$ cat config.mk
export PLATFORM = sky130hd
export DESIGN_NAME = jtpopeye_psg_bus_flat
export DESIGN_NICKNAME = d
export VERILOG_FILES = /design/src/rtl/jtpopeye_psg_bus_if.sv /design/src/rtl/jtpopeye_psg_bus.sv /design/src/flat_wrapper.sv
export SDC_FILE = /design/constraint.sdc
export NUM_CORES = 1
export LEC_CHECK = 0
export ABC_AREA = 0
export CORE_MARGIN = 10
export CORE_UTILIZATION = 55
export CTS_CLUSTER_SIZE = 30
export DETAILED_ROUTE_END_ITERATION = 16
export DONT_BUFFER_PORTS = 1
export HOLD_SLACK_MARGIN = 0.03
export PLACE_DENSITY = 0.75
export RECOVER_POWER = 50
export SYNTH_ARGS = -nofsm -noshare
export SYNTH_HDL_FRONTEND = slang
export SYNTH_SLANG_ARGS = --single-unit
$ cat constraint.sdc
create_clock -name clk -period 5.86 [get_ports clk]
set_clock_uncertainty 0.15 [all_clocks]
set_input_delay 0.879 -clock clk [delete_from_list [all_inputs] [get_ports clk]]
set_output_delay 0.879 -clock clk [all_outputs]
set_load 0.05 [all_outputs]
$ cat src/rtl/jtpopeye_psg_bus_if.sv
// CPU-facing AY-3-8910 bus: BDIR/BC1 mode lines, data in and registered read data.
// The CPU side uses the master modport and the PSG responder uses the slave modport.
interface jtpopeye_psg_bus_if;
    logic       bdir;
    logic       bc1;
    logic [7:0] din;
    logic [7:0] dout;

    modport master (output bdir, output bc1, output din, input dout);
    modport slave  (input bdir, input bc1, input din, output dout);
endinterface

$ cat src/rtl/jtpopeye_psg_bus.sv
// AY-3-8910 bus responder: mode decode, address latch, 16x8 register file, IO ports.
// Optional macro JTPOPEYE_PSG_RDMASK_EN: reads of R0-R13 return AY-masked values.
module jtpopeye_psg_bus #(
    parameter logic [3:0] CHIP_ADDR = 4'h0
) (
    input  logic                   clk,
    input  logic                   rst,
    input  logic                   clk_en,
    jtpopeye_psg_bus_if.slave      bus,
    input  logic [7:0]             IOA_in,
    input  logic [7:0]             IOB_in,
    output logic [7:0]             IOA_out,
    output logic [7:0]             IOB_out,
    output logic [127:0]           regs,
    output logic                   wr_stb,
    output logic [3:0]             wr_addr,
    output logic                   eg_restart
);

    typedef enum logic [1:0] {
        INACTIVE = 2'b00,
        READ     = 2'b01,
        WRITE    = 2'b10,
        LATCH    = 2'b11
    } mode_t;

    function automatic logic [7:0] ay_mask(input logic [3:0] idx);
        case (idx)
            4'd1, 4'd3, 4'd5, 4'd13:  ay_mask = 8'h0F;
            4'd6, 4'd8, 4'd9, 4'd10:  ay_mask = 8'h1F;
            default:                  ay_mask = 8'hFF;
        endcase
    endfunction

    mode_t      mode;
    mode_t      mode_prev_reg, mode_prev_next;
    logic [3:0] addr_reg, addr_next;
    logic       sel_reg, sel_next;
    logic [7:0] dout_reg, dout_next;
    logic       wr_stb_reg, wr_stb_next;
    logic [3:0] wr_addr_reg, wr_addr_next;
    logic       eg_restart_reg, eg_restart_next;
    logic [7:0] ioa_out_reg, iob_out_reg;
    logic [7:0] rf_reg  [16];
    logic [7:0] rf_next [16];
    logic [7:0] rd_data;

    assign mode = mode_t'({bus.bdir, bus.bc1});

    // Read mux; ports 14/15 return pin state unless configured as outputs in R7
    always_comb begin
        rd_data = 8'hFF;
        if (sel_reg) begin
            case (addr_reg)
                4'd14:   rd_data = rf_reg[7][6] ? rf_reg[14] : IOA_in;
                4'd15:   rd_data = rf_reg[7][7] ? rf_reg[15] : IOB_in;
`ifdef JTPOPEYE_PSG_RDMASK_EN
                default: rd_data = rf_reg[addr_reg] & ay_mask(addr_reg);
`else
                default: rd_data = rf_reg[addr_reg];
`endif
            endcase
        end
    end

    always_comb begin
        mode_prev_next  = mode_prev_reg;
        addr_next       = addr_reg;
        sel_next        = sel_reg;
        dout_next       = dout_reg;
        wr_stb_next     = 1'b0;
        wr_addr_next    = wr_addr_reg;
        eg_restart_next = 1'b0;
        rf_next         = rf_reg;
        if (clk_en) begin
            mode_prev_next = mode;
            case (mode)
                LATCH: begin
                    addr_next = bus.din[3:0];
                    sel_next  = (bus.din[7:4] == CHIP_ADDR);
                end
                WRITE: begin
                    // Only the first sample of a write transaction commits
                    if (mode_prev_reg != WRITE && sel_reg) begin
                        rf_next[addr_reg] = bus.din;
                        wr_addr_next      = addr_reg;
                        wr_stb_next       = 1'b1;
                        eg_restart_next   = (addr_reg == 4'd13);
                    end
                end
                READ:    dout_next = rd_data;
                default: ;
            endcase
        end
    end

    always_ff @(posedge clk or posedge rst) begin
        if (rst) begin
            mode_prev_reg  <= INACTIVE;
            addr_reg       <= 4'd0;
            sel_reg        <= 1'b1;
            dout_reg       <= 8'hFF;
            wr_stb_reg     <= 1'b0;
            wr_addr_reg    <= 4'd0;
            eg_restart_reg <= 1'b0;
            ioa_out_reg    <= 8'hFF;
            iob_out_reg    <= 8'hFF;
            for (int i = 0; i < 16; i++) rf_reg[i] <= 8'h00;
        end else begin
            mode_prev_reg  <= mode_prev_next;
            addr_reg       <= addr_next;
            sel_reg        <= sel_next;
            dout_reg       <= dout_next;
            wr_stb_reg     <= wr_stb_next;
            wr_addr_reg    <= wr_addr_next;
            eg_restart_reg <= eg_restart_next;
            ioa_out_reg    <= rf_reg[7][6] ? rf_reg[14] : 8'hFF;
            iob_out_reg    <= rf_reg[7][7] ? rf_reg[15] : 8'hFF;
            rf_reg         <= rf_next;
        end
    end

    genvar gi;
    generate
        for (gi = 0; gi < 16; gi++) begin : g_regs
            assign regs[gi*8 +: 8] = rf_reg[gi] & ay_mask(4'(gi));
        end
    endgenerate

    assign bus.dout   = dout_reg;
    assign IOA_out    = ioa_out_reg;
    assign IOB_out    = iob_out_reg;
    assign wr_stb     = wr_stb_reg;
    assign wr_addr    = wr_addr_reg;
    assign eg_restart = eg_restart_reg;

endmodule

$ cat src/flat_wrapper.sv
// flat-port wrapper written by rule: the top's interface ports become plain ports
module jtpopeye_psg_bus_flat 
#(
    parameter logic [3:0] CHIP_ADDR = 4'h0
)
  (clk, rst, clk_en, IOA_in, IOB_in, IOA_out, IOB_out, regs, wr_stb, wr_addr, eg_restart, bus_bdir, bus_bc1, bus_din, bus_dout);
  jtpopeye_psg_bus_if bus_i ();
  input  logic clk;
  input  logic rst;
  input  logic clk_en;
  input  logic [7:0] IOA_in;
  input  logic [7:0] IOB_in;
  output logic [7:0] IOA_out;
  output logic [7:0] IOB_out;
  output logic [127:0] regs;
  output logic wr_stb;
  output logic [3:0] wr_addr;
  output logic eg_restart;
  input wire logic [$bits(bus_i.bdir)-1:0] bus_bdir;
  input wire logic [$bits(bus_i.bc1)-1:0] bus_bc1;
  input wire logic [$bits(bus_i.din)-1:0] bus_din;
  output wire logic [$bits(bus_i.dout)-1:0] bus_dout;
  assign bus_i.bdir = bus_bdir;
  assign bus_i.bc1 = bus_bc1;
  assign bus_i.din = bus_din;
  assign bus_dout = bus_i.dout;
  jtpopeye_psg_bus #(.CHIP_ADDR(CHIP_ADDR)) u_core (.clk(clk), .rst(rst), .clk_en(clk_en), .bus(bus_i), .IOA_in(IOA_in), .IOB_in(IOB_in), .IOA_out(IOA_out), .IOB_out(IOB_out), .regs(regs), .wr_stb(wr_stb), .wr_addr(wr_addr), .eg_restart(eg_restart));
endmodule
==> results.ini, run 1 <==
[run_status]
failed_checks = capacitance limit, slew limit
outcome = finished, violations left

[global_route]
use_met3_pct = 10.59
overflow = 0
grt_pass1_vias = 4695
antenna_found_initial = 0

[power_and_ir_drop]
p_seq_share_pct = 51.1
p_clk_mw = 1.03
combinationalPower_mw = 0.245
p_total_mw = 2.609
seq_cell_power_mw = 1.33
maxPowerGroup = registers
p_int_mw = 1.854

[finish]
fillCellCount = 1211
area_growth_pct = -2.429
finalNonFillerCells = 727
n_antenna_cell = 0
nets = 555

[timing]
setup_tns_ns = 0
tightest_slew_ns = 2.104
drv_slew = 59
finalCritPeriodShare_pct = 63.68
hold_viol_final = 0
layout_setup_ws_ns = 2.128
setup_viol = 0
relSlewSlack_pct = -40.25

[cts]
htree_levels = 4
cts_hold_buf = 0
clock_latency_ns = 0.43
clk_pin_slew_worst_paths_ns = 0.06

[die]
die_height_um = 144.3
die_area_mm2 = 0.02082
core_area_mm2 = 0.01515
num_rows = 45
die_w_um = 144.3

[yosys]
top_area_cell = dfrtp_1
avgSynthCellArea_um2 = 13.45
edf_count = 0
ff_type = dfrtp_1
postSynthCellCount = 632
simple_gate_share_pct = 7.185
aoi_share_pct = 2.400
synth_seq_share_pct = 48.95
synthTopCellsByArea = dfrtp_1 (41%), mux2_2 (18%), buf_4 (11%), dfstp_2 (7.7%), mux2i_1 (5.3%)
yosys-stat-area_mm2 = 0.008498
ys_sh_mux_pct = 27.96

[routing]
drt-met1-wl_um = 7484
ant_nets = 0
wl_per_cell_um = 28.32
drt_first_iter_violations = 393
highest_layer = met4

[worst_setup_path]
r2r_end = u_core.regs[127]$_DFFE_PP0P_
start_kind = register
critPathLaunch = u_core.addr_reg[0]$_DFFE_PP0P_
cp_max_fo = 35
ff2ff_path_depth = 3
cp_num_buf_inv = 0
crit_type = register to register

[run]
maxCapViolations = 2

[worst_hold_path]
hold_path_depth = 2

[placement]
pre_cts_ws_ns = 2.888

## run 1: stage by stage
stage	instance area, um^2	hold slack, ns	util [%]
3_3_place_gp	7761	0.3281	51.24
2_1_floorplan	8600	0.3145	-
6_report	8292	0.3546	54.75
4_1_cts	8300	0.3543	54.80
5_1_grt	8292	0.3746	54.75
3_5_place_dp	7761	0.3451	51.24
## run 1: area by class of cell
cell class | instances | area, um^2 | share of cell area [%]
Clock buffer | 22 | 454.2 | 5.478
Clock inverter | 10 | 85.08 | 1.026
Inverter | 3 | 16.27 | 0.1962
Multi-Input combinational cell | 332 | 3296 | 39.75
Sequential cell | 165 | 4160 | 50.17
Tap cell | 188 | 235.2 | 2.837
Timing Repair Buffer | 7 | 45.04 | 0.5432
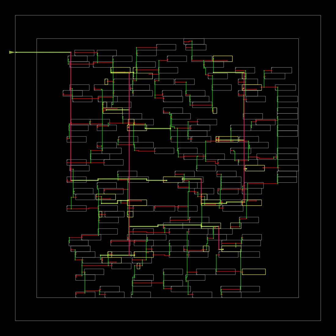
**Above:** run 1 (clock wiring as the flow saved it).
clk_buf instances: 22
CTS Buf Count: 17
clock sinks: 165
flop count: 165

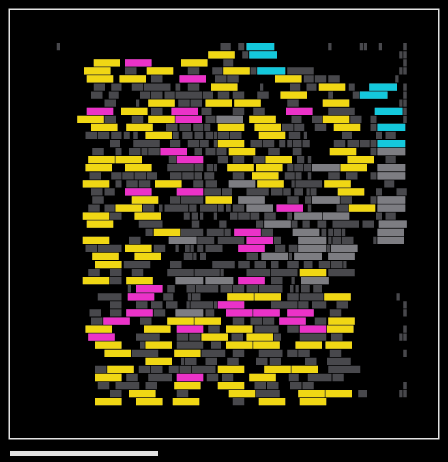
**Above:** run 1 (sequential cells grouped by signal name).
Scale bar: 50 um.
| signal | color | flops |
|---|---|---|
| u_core.rf_reg | magenta | 28 |
| u_core.IOA_out | cyan | 8 |
| u_core.regs | yellow | 100 |
not colored: 29

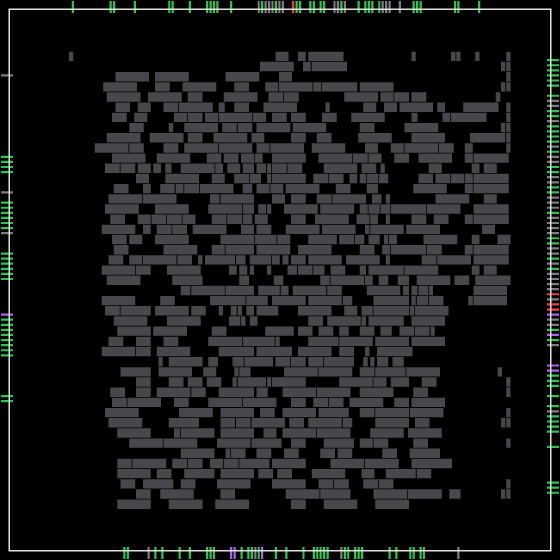
**Above:** run 1 (ports around the boundary).
Pins as bars across the die edge, other pins in gray.
| port | color | pins | direction | edge |
|---|---|---|---|---|
| bus_dout | purple | 8 | output | 4 right, 3 bottom, 1 left |
| regs | green | 128 | output | 38 right, 32 top, 32 bottom, 26 left |
| wr_addr | red | 4 | output | 3 right, 1 top |
all pins by edge: 72 right, 46 top, 39 bottom, 30 left

==> run 2, diff against run 1 <==
==> constraint.sdc (replaced) <==
create_clock -name clk -period 3.86 [get_ports clk]
set_clock_uncertainty 0.15 [all_clocks]
set_input_delay 0.579 -clock clk [delete_from_list [all_inputs] [get_ports clk]]
set_output_delay 0.579 -clock clk [all_outputs]
set_load 0.05 [all_outputs]
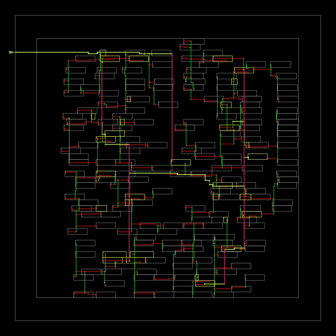
**Above:** run 2 (clock wiring as the flow saved it).
clk_buf instances: 23
worst skew pair latency: 0.43 ns
clk pwr: 1.66 mW

==> run 2 against run 1 <==
Net effect:
- the flow still finishes with violations (capacitance limit, slew limit)
- final area increased by 0.81%
- combinational power increased by 54%
- total power increased by 55%
- routed wire length down 1.1%
- hold slack worse by 0.24 ns
==> results.ini, run 2 <==
[timing]
layout_setup_ws_ns = 1.075  ; -1.054 ns
relSlewSlack_pct = -19.33  ; +21 points
drv_slew = 40  ; -32%
tightest_slew_ns = 1.780  ; -0.3235 ns
timing.hold.ws_ns = 0.1162  ; -0.2384 ns
setup_tns_ns = 0  ; unchanged
setup_viol = 0  ; unchanged

[yosys]
top_area_cell = dfrtp_1
postSynthCellCount = 632  ; unchanged
yosys-stat-area_mm2 = 0.008498  ; unchanged
synth_seq_share_pct = 48.95  ; unchanged
ff_type = dfrtp_1
synthTopCellsByArea = dfrtp_1 (41%), mux2_2 (18%), buf_4 (11%), dfstp_2 (7.7%), mux2i_1 (5.3%)
avgSynthCellArea_um2 = 13.45  ; unchanged
simple_gate_share_pct = 7.185  ; unchanged
edf_count = 0  ; unchanged
ys_sh_mux_pct = 27.96  ; unchanged

[routing]
drt_first_iter_violations = 304  ; -23%
drt-met1-wl_um = 7500  ; +0.21%
wl_per_cell_um = 27.93  ; -1.4%
highest_layer = met4

[die]
die_height_um = 144.3  ; unchanged
num_rows = 45  ; unchanged
die_area_mm2 = 0.02082  ; unchanged
core_area_mm2 = 0.01515  ; unchanged
die_w_um = 144.3  ; unchanged

[placement]
pre_cts_ws_ns = 0.9643  ; -1.923 ns
post_dp_cell_area_mm2 = 0.007787  ; +0.34%

[run]
maxCapViolations = 1  ; -1

[finish]
n_antenna_cell = 0  ; unchanged
finalNonFillerCells = 729  ; +0.28%
area_growth_pct = -1.634
logic_area_mm2 = 0.003296  ; unchanged
post-route-util_pct = 55.19  ; +0.45 points
bufAreaShareNonClock_pct = 0.8831  ; +0.34 points
seq_share_pct = 49.78  ; -0.39 points
n_all_inverters = 3  ; unchanged
comb_area_share_pct = 39.43  ; -0.32 points
final-clk-cell-share_pct = 6.945  ; +0.44 points

[power_and_ir_drop]
p_seq_share_pct = 49.8  ; -1.3 points
p_total_mw = 4.056  ; +55%
maxPowerGroup = registers
seq_cell_power_mw = 2.02  ; +52%
p_int_mw = 2.918  ; +57%
combinationalPower_mw = 0.377  ; +54%

[global_route]
overflow = 0  ; unchanged
use_met3_pct = 9.938  ; -0.66 points
antenna_found_initial = 0  ; unchanged
grt_pass1_vias = 4682  ; -0.28%

[worst_setup_path]
start_kind = register
cp_num_buf_inv = 1  ; +1
crit_type = register to register
ff2ff_path_depth = 5  ; +2
r2r_end = u_core.regs[43]$_DFFE_PP0P_

[run_status]
outcome = finished, violations left
failed_checks = capacitance limit, slew limit

[cts]
clk_pin_slew_worst_paths_ns = 0.06  ; about the same
cts_hold_buf = 0  ; unchanged
cts_made_buffers = 17  ; unchanged

[worst_hold_path]
hold_path_depth = 1  ; -1

-- run 2: worst max path at each step --
stage | start | endpoint | slack [ns] | cells after the start
6_report | u_core.sel_reg$_DFFE_PP1P_ | u_core.regs[43]$_DFFE_PP0P_ | 1.07 | 5
5_1_grt | u_core.sel_reg$_DFFE_PP1P_ | u_core.regs[48]$_DFFE_PP0P_ | 0.98 | 5
4_1_cts | u_core.sel_reg$_DFFE_PP1P_ | u_core.regs[51]$_DFFE_PP0P_ | 1.06 | 5
3_5_place_dp | bus_bc1 | u_core.regs[51]$_DFFE_PP0P_ | 0.96 | 5
3_3_place_gp | bus_bc1 | u_core.regs[49]$_DFFE_PP0P_ | 1.04 | 5
2_1_floorplan | rst | u_core.addr_reg[0]$_DFFE_PP0P_ | 1.05 | 1
Power figures rest on the tool's default switching activity, not on a simulated workload.
